==> config.mk <==
export PLATFORM = sky130hd
export DESIGN_NAME = ins_loader
export DESIGN_NICKNAME = d
export VERILOG_FILES = /design/src/rtl/ins_loader_pkg.sv /design/src/rtl/ins_loader_word_assembler.sv /design/src/rtl/ins_loader.sv
export SDC_FILE = /design/constraint.sdc
export NUM_CORES = 1
export LEC_CHECK = 0
export CAP_MARGIN = 20
export CORE_ASPECT_RATIO = 1.1
export CORE_MARGIN = 2
export CORE_UTILIZATION = 40
export DETAILED_ROUTE_END_ITERATION = 8
export PLACE_DENSITY_LB_ADDON = 0.1
export SYNTH_ARGS = -nofsm -noshare
export SYNTH_HDL_FRONTEND = slang
export SYNTH_SLANG_ARGS = --single-unit
export TNS_END_PERCENT = 20
==> constraint.sdc <==
create_clock -name SYS_clk -period 2.3 [get_ports SYS_clk]
set_input_delay 0.345 -clock SYS_clk [delete_from_list [all_inputs] [get_ports SYS_clk]]
set_output_delay 0.345 -clock SYS_clk [all_outputs]
set_load 0.05 [all_outputs]
==> src/rtl/ins_loader_pkg.sv <==
// Shared types and constants for the instruction loader.
// LOADER_CHECKSUM_EN adds the CHECK state and a trailing 4-byte checksum.
package ins_loader_pkg;

    localparam int unsigned HDR_BYTES         = 4;
    localparam int unsigned CHK_BYTES         = 4;
    localparam int unsigned DEFAULT_MAX_WORDS = 1000;

    typedef enum logic [2:0] {
        StIdle   = 3'd0,
        StHeader = 3'd1,
        StData   = 3'd2,
`ifdef LOADER_CHECKSUM_EN
        StCheck  = 3'd3,
`endif
        StDone   = 3'd4,
        StError  = 3'd5
    } state_t;

endpackage

==> src/rtl/ins_loader_word_assembler.sv <==
// Collects consumed bytes into little-endian 32-bit words.
// o_word presents the word including the byte consumed this cycle.
module word_assembler
    import ins_loader_pkg::*;
(
    input  logic        i_clk,
    input  logic        i_reset,
    input  logic        i_clear,
    input  logic        i_consume,
    input  logic [7:0]  i_byte,
    output logic [31:0] o_word,
    output logic        o_last
);

    logic [1:0]  r_idx;
    logic [31:0] r_word;
    logic [31:0] w_word;

    always_comb begin
        w_word = r_word;
        w_word[{r_idx, 3'b000} +: 8] = i_byte;
    end

    assign o_word = w_word;
    assign o_last = i_consume && (r_idx == 2'(HDR_BYTES - 1));

    always_ff @(posedge i_clk) begin
        if (i_reset || i_clear) begin
            r_idx  <= 2'd0;
            r_word <= 32'd0;
        end else if (i_consume) begin
            r_word <= w_word;
            r_idx  <= r_idx + 2'd1;
        end
    end

endmodule

==> src/rtl/ins_loader.sv <==
// Streams a length-prefixed byte image into instruction memory while holding the core.
// LOADER_CHECKSUM_EN: verify a trailing mod-2^32 word sum before releasing the core.
module ins_loader
    import ins_loader_pkg::*;
#(
    parameter int unsigned MAX_WORDS = DEFAULT_MAX_WORDS
) (
    input  logic        SYS_clk,
    input  logic        SYS_reset,
    input  logic        start,
    input  logic [7:0]  rx_data,
    input  logic        rx_valid,
    output logic        rx_ready,
    output logic        mem_we,
    output logic [31:0] mem_addr,
    output logic [31:0] mem_wdata,
    output logic        cpu_hold,
    output logic        busy,
    output logic        done,
    output logic        error,
    output logic [15:0] words_loaded
);

    state_t      r_state;
    state_t      w_state_next;
    logic        r_we;
    logic [31:0] r_wdata;
    logic [31:0] r_count;
    logic [15:0] r_words;
`ifdef LOADER_CHECKSUM_EN
    logic [31:0] r_sum;
`endif

    logic        w_accept;
    logic        w_consume;
    logic        w_last;
    logic        w_last_word;
    logic [31:0] w_word;

    assign w_accept    = start && ((r_state == StIdle) || (r_state == StDone) ||
                                   (r_state == StError));
    assign w_consume   = rx_valid && rx_ready;
    assign w_last_word = (({16'd0, r_words} + 32'd1) == r_count);

    word_assembler u_asm (
        .i_clk     (SYS_clk),
        .i_reset   (SYS_reset),
        .i_clear   (w_accept),
        .i_consume (w_consume),
        .i_byte    (rx_data),
        .o_word    (w_word),
        .o_last    (w_last)
    );

    always_ff @(posedge SYS_clk) begin
        if (SYS_reset) begin
            r_state <= StIdle;
        end else begin
            r_state <= w_state_next;
        end
    end

    always_comb begin
        w_state_next = r_state;
        unique case (r_state)
            StIdle, StDone, StError: begin
                if (start) w_state_next = StHeader;
            end
            StHeader: begin
                if (w_last) begin
                    if (w_word == 32'd0) begin
`ifdef LOADER_CHECKSUM_EN
                        w_state_next = StCheck;
`else
                        w_state_next = StDone;
`endif
                    end else if (w_word > MAX_WORDS) begin
                        w_state_next = StError;
                    end else begin
                        w_state_next = StData;
                    end
                end
            end
            StData: begin
                if (r_we && w_last_word) begin
`ifdef LOADER_CHECKSUM_EN
                    w_state_next = StCheck;
`else
                    w_state_next = StDone;
`endif
                end
            end
`ifdef LOADER_CHECKSUM_EN
            StCheck: begin
                if (w_last) w_state_next = (w_word == r_sum) ? StDone : StError;
            end
`endif
            default: w_state_next = StIdle;
        endcase
    end

    always_ff @(posedge SYS_clk) begin
        if (SYS_reset) begin
            r_we    <= 1'b0;
            r_wdata <= 32'd0;
            r_count <= 32'd0;
            r_words <= 16'd0;
`ifdef LOADER_CHECKSUM_EN
            r_sum   <= 32'd0;
`endif
        end else if (w_accept) begin
            r_we    <= 1'b0;
            r_words <= 16'd0;
`ifdef LOADER_CHECKSUM_EN
            r_sum   <= 32'd0;
`endif
        end else begin
            if (r_state == StHeader && w_last) r_count <= w_word;
            if (r_state == StData) begin
                // The write cycle stalls rx, so no byte can land while r_we is high.
                if (r_we) begin
                    r_we    <= 1'b0;
                    r_words <= r_words + 16'd1;
`ifdef LOADER_CHECKSUM_EN
                    r_sum   <= r_sum + r_wdata;
`endif
                end else if (w_last) begin
                    r_we    <= 1'b1;
                    r_wdata <= w_word;
                end
            end
        end
    end

    always_comb begin
        busy = 1'b0;
        unique case (r_state)
            StHeader, StData: busy = 1'b1;
`ifdef LOADER_CHECKSUM_EN
            StCheck:          busy = 1'b1;
`endif
            default:          busy = 1'b0;
        endcase
    end

    assign rx_ready     = busy && !r_we;
    assign mem_we       = r_we;
    assign mem_addr     = r_we ? {14'd0, r_words, 2'b00} : 32'd0;
    assign mem_wdata    = r_we ? r_wdata : 32'd0;
    assign done         = (r_state == StDone);
    assign error        = (r_state == StError);
    assign cpu_hold     = (r_state != StDone);
    assign words_loaded = r_words;

endmodule

gate_families.png
Bar = 20 um.
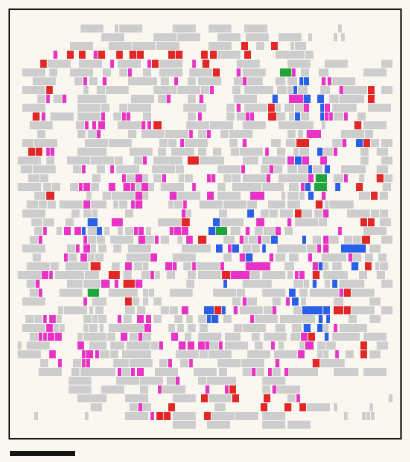
blue -> NAND gates  # cells 48, most used nand2_1
magenta -> NOR gates  # cells 196, most used nor2_1, where spread over the die
green -> multiplexers  # cells 5, most used mux2i_1
red -> AND and OR gates  # cells 67, most used and2_1, where spread over the die
Commonest Layout Cell: nor2_1
Non-Filler Instances: 1035
combinational share of cell area: 39.7%

wire_density.png
The die is cut into 24 by 26 equal tiles; black is low, pale yellow is high, scaled to the fullest tile. Values are wire area over tile area, all layers added.
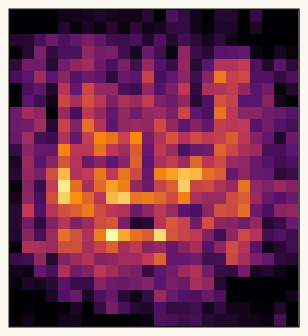
densest ninth of the die = middle
nearly empty tiles = 10%
emptiest ninth of the die = bottom right
tiles over half the peak = 18%
WL/cell: 16.2 um
via count: 5421
Total Routing Usage GR: 22.0%
Routed WL: 16.8 mm

==> flow_summary.json <==
{
  "die_h_um": 132,
  "skew_ps": 8.52,
  "path_max_fanout": 10,
  "cts.clk_slew.worst_paths_ps": 60,
  "finalWorstSetupSlack_ps": 55.5,
  "startpoint": "words_loaded[4]$_SDFFE_PP0P_",
  "first_pass_iters": 5,
  "holdWs_ps": 470,
  "drive_gt1_share_pct": 22.4,
  "tool_warnings": 32,
  "r2r_setup_slack_ps": 60,
  "ys_sh_adder_pct": 1.42,
  "crit_type": "reg2reg",
  "ant_nets": 0,
  "worstSetupPathDepth": 6,
  "gp_congestion": 0.877,
  "core_area_mm2": 0.0145,
  "synth_cell_types": 60,
  "critPathCaptureType": "register",
  "maxSlewViolCount": 0,
  "reg2reg_to": "r_state[0]$_SDFFE_PP0P_",
  "p_per_area_mw_per_mm2": 875,
  "io_pins": 98,
  "grt_pass1_wl_mm": 27.6,
  "netlist_area_mm2": 0.00597,
  "status": "complete, no violations",
  "top_area_cell": "dfxtp_1",
  "cap_viol_max_count": 0,
  "syn_area_per_cell_um2": 8.27,
  "holdBufCountCts": 0,
  "ys_sh_mux_pct": 0.859,
  "synth-compound-area-share_pct": 19.3,
  "clock_latency_ps": 420,
  "worst_path_largest_cell_delay_ps": 470
}
zoom.png
Bar = 10 um. Window x 48 to 73, y 27 to 52 um. Cells in gray, sequential cells in the stronger gray; small squares are vias.
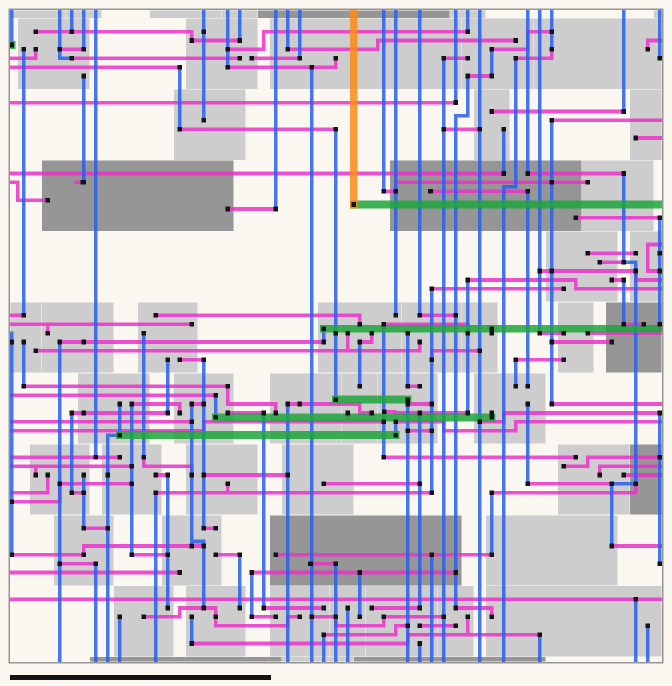
orange -> met4
green -> met3
blue -> met2
magenta -> met1
netlist names of flops here include = r_count (2), u_asm.r_word (1)
sequential cells in the window = 3
cells with their middle in the window = 40
most frequent = a211oi_1 (6), buf_4 (6)

clock_map.png
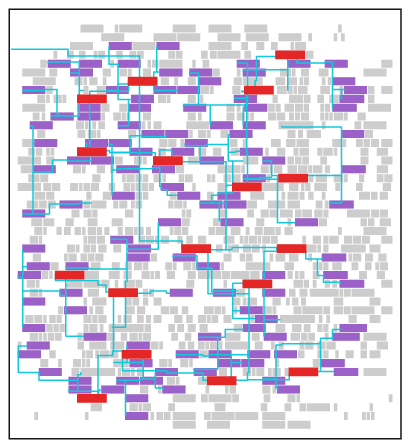
cyan -> clock wires  # length 1640 um
red -> cells driving clock nets  # count 17
purple -> flip-flops  # count 118
routed clock nets = 18
flops lie = spread over the die

==> flip-flops by register name (all words and copies together) (netlist names) <==
name	flops
mem_we	1
r_count	32
r_state	3
r_wdata	32
u_asm.r_idx	2
u_asm.r_word	32
words_loaded	16
==> metal layers <==
metal / wire length, um / part of all wire (%)
met1: 7200 / 43
met2: 8450 / 50
met3: 791 / 4.7
met4: 361 / 2.1
met5: 0 / 0
==> synth_stat cells (2+ instances only) <==
cell type    n
nor3b_1      3
nand4_1      9
ha_1         6
buf_2       16
o21ai_0      9
a21boi_0     2
xnor2_1     21
or4_1        4
nor3_1      13
a31oi_1      6
and3_1       2
nor2b_1     37
nor4_2       2
and4b_1      2
or3_1        4
clkbuf_1    32
nand3_1     11
mux2i_1      4
nand4b_1     2
buf_1        7
nand2b_1     8
buf_4       20
nand2_1     16
a21oi_1     32
and2_1      49
xor2_1      12
nor4_1       8
nor2_1     131
o31ai_1      3
a211oi_1    98
inv_1        7
dfxtp_1    118
==> where the power goes <==
part / leakage, nW / total [mW] / switching (mW) / internal, mW
Clock: 0.321 / 2.90 / 0.924 / 1.97
Sequential: 0.960 / 2.32 / 0.116 / 2.21
Combinational: 1.74 / 2.12 / 1.32 / 0.797
==> worst reg2reg max path: cells and delay by family (launching register included) <==
family           cells  cell delay [ps]
AND/OR/NAND/NOR      3             1150
flip-flops           1              440
AND-OR/OR-AND        2              390
multiplexers         1              200
==> logic make-up (layout without fill, tap and decap cells) <==
family                   count (synthesis)  in the layout
AND/OR/NAND/NOR                        311            311
AND-OR/OR-AND                          165            165
flip-flops                             118            118
buffers and inverters                   82            188
XOR/XNOR                                33             33
adder cells (fa/ha/maj)                  7              7
multiplexers                             5              5
other                                    1             16
==> timing repair <==
| action | CTS | global route |
|---|---|---|
| endpoints found under the setup margin | 1 | 5 |
| cloned | 0 | 0 |
| gates resized | 1 | 6 |
| buffers inserted | 0 | 1 |
| pin swaps | 0 | 3 |
==> worst max-delay path by stage <==
stage	to	slack, ps
final	r_state[0]$_SDFFE_PP0P_	60
after global routing	r_state[0]$_SDFFE_PP0P_	-70
after CTS	r_state[0]$_SDFFE_PP0P_	30
after detailed placement	r_state[2]$_SDFFE_PP0P_	-190
after global placement	r_state[2]$_SDFFE_PP0P_	-150
after floorplan	r_state[0]$_SDFFE_PP0P_	-5
==> per-stage QoR <==
stage	setup TNS [ps]	cells
after global routing	-195	1035
after detailed placement	-489	1003
after floorplan	-4.65	737
final	0	1035
after global placement	-357	1003
after CTS	0	1034
==> area by class of cell <==
class,count,share of cell area (%)
clock buffers,23,6.06
well taps,192,2.87
flip-flops and latches,118,28.4
repair buffers,150,20.9
inverters,7,0.313
multi-input cells,537,39.7
clock inverters,8,1.70
Power is estimated from default activity; no workload was simulated.
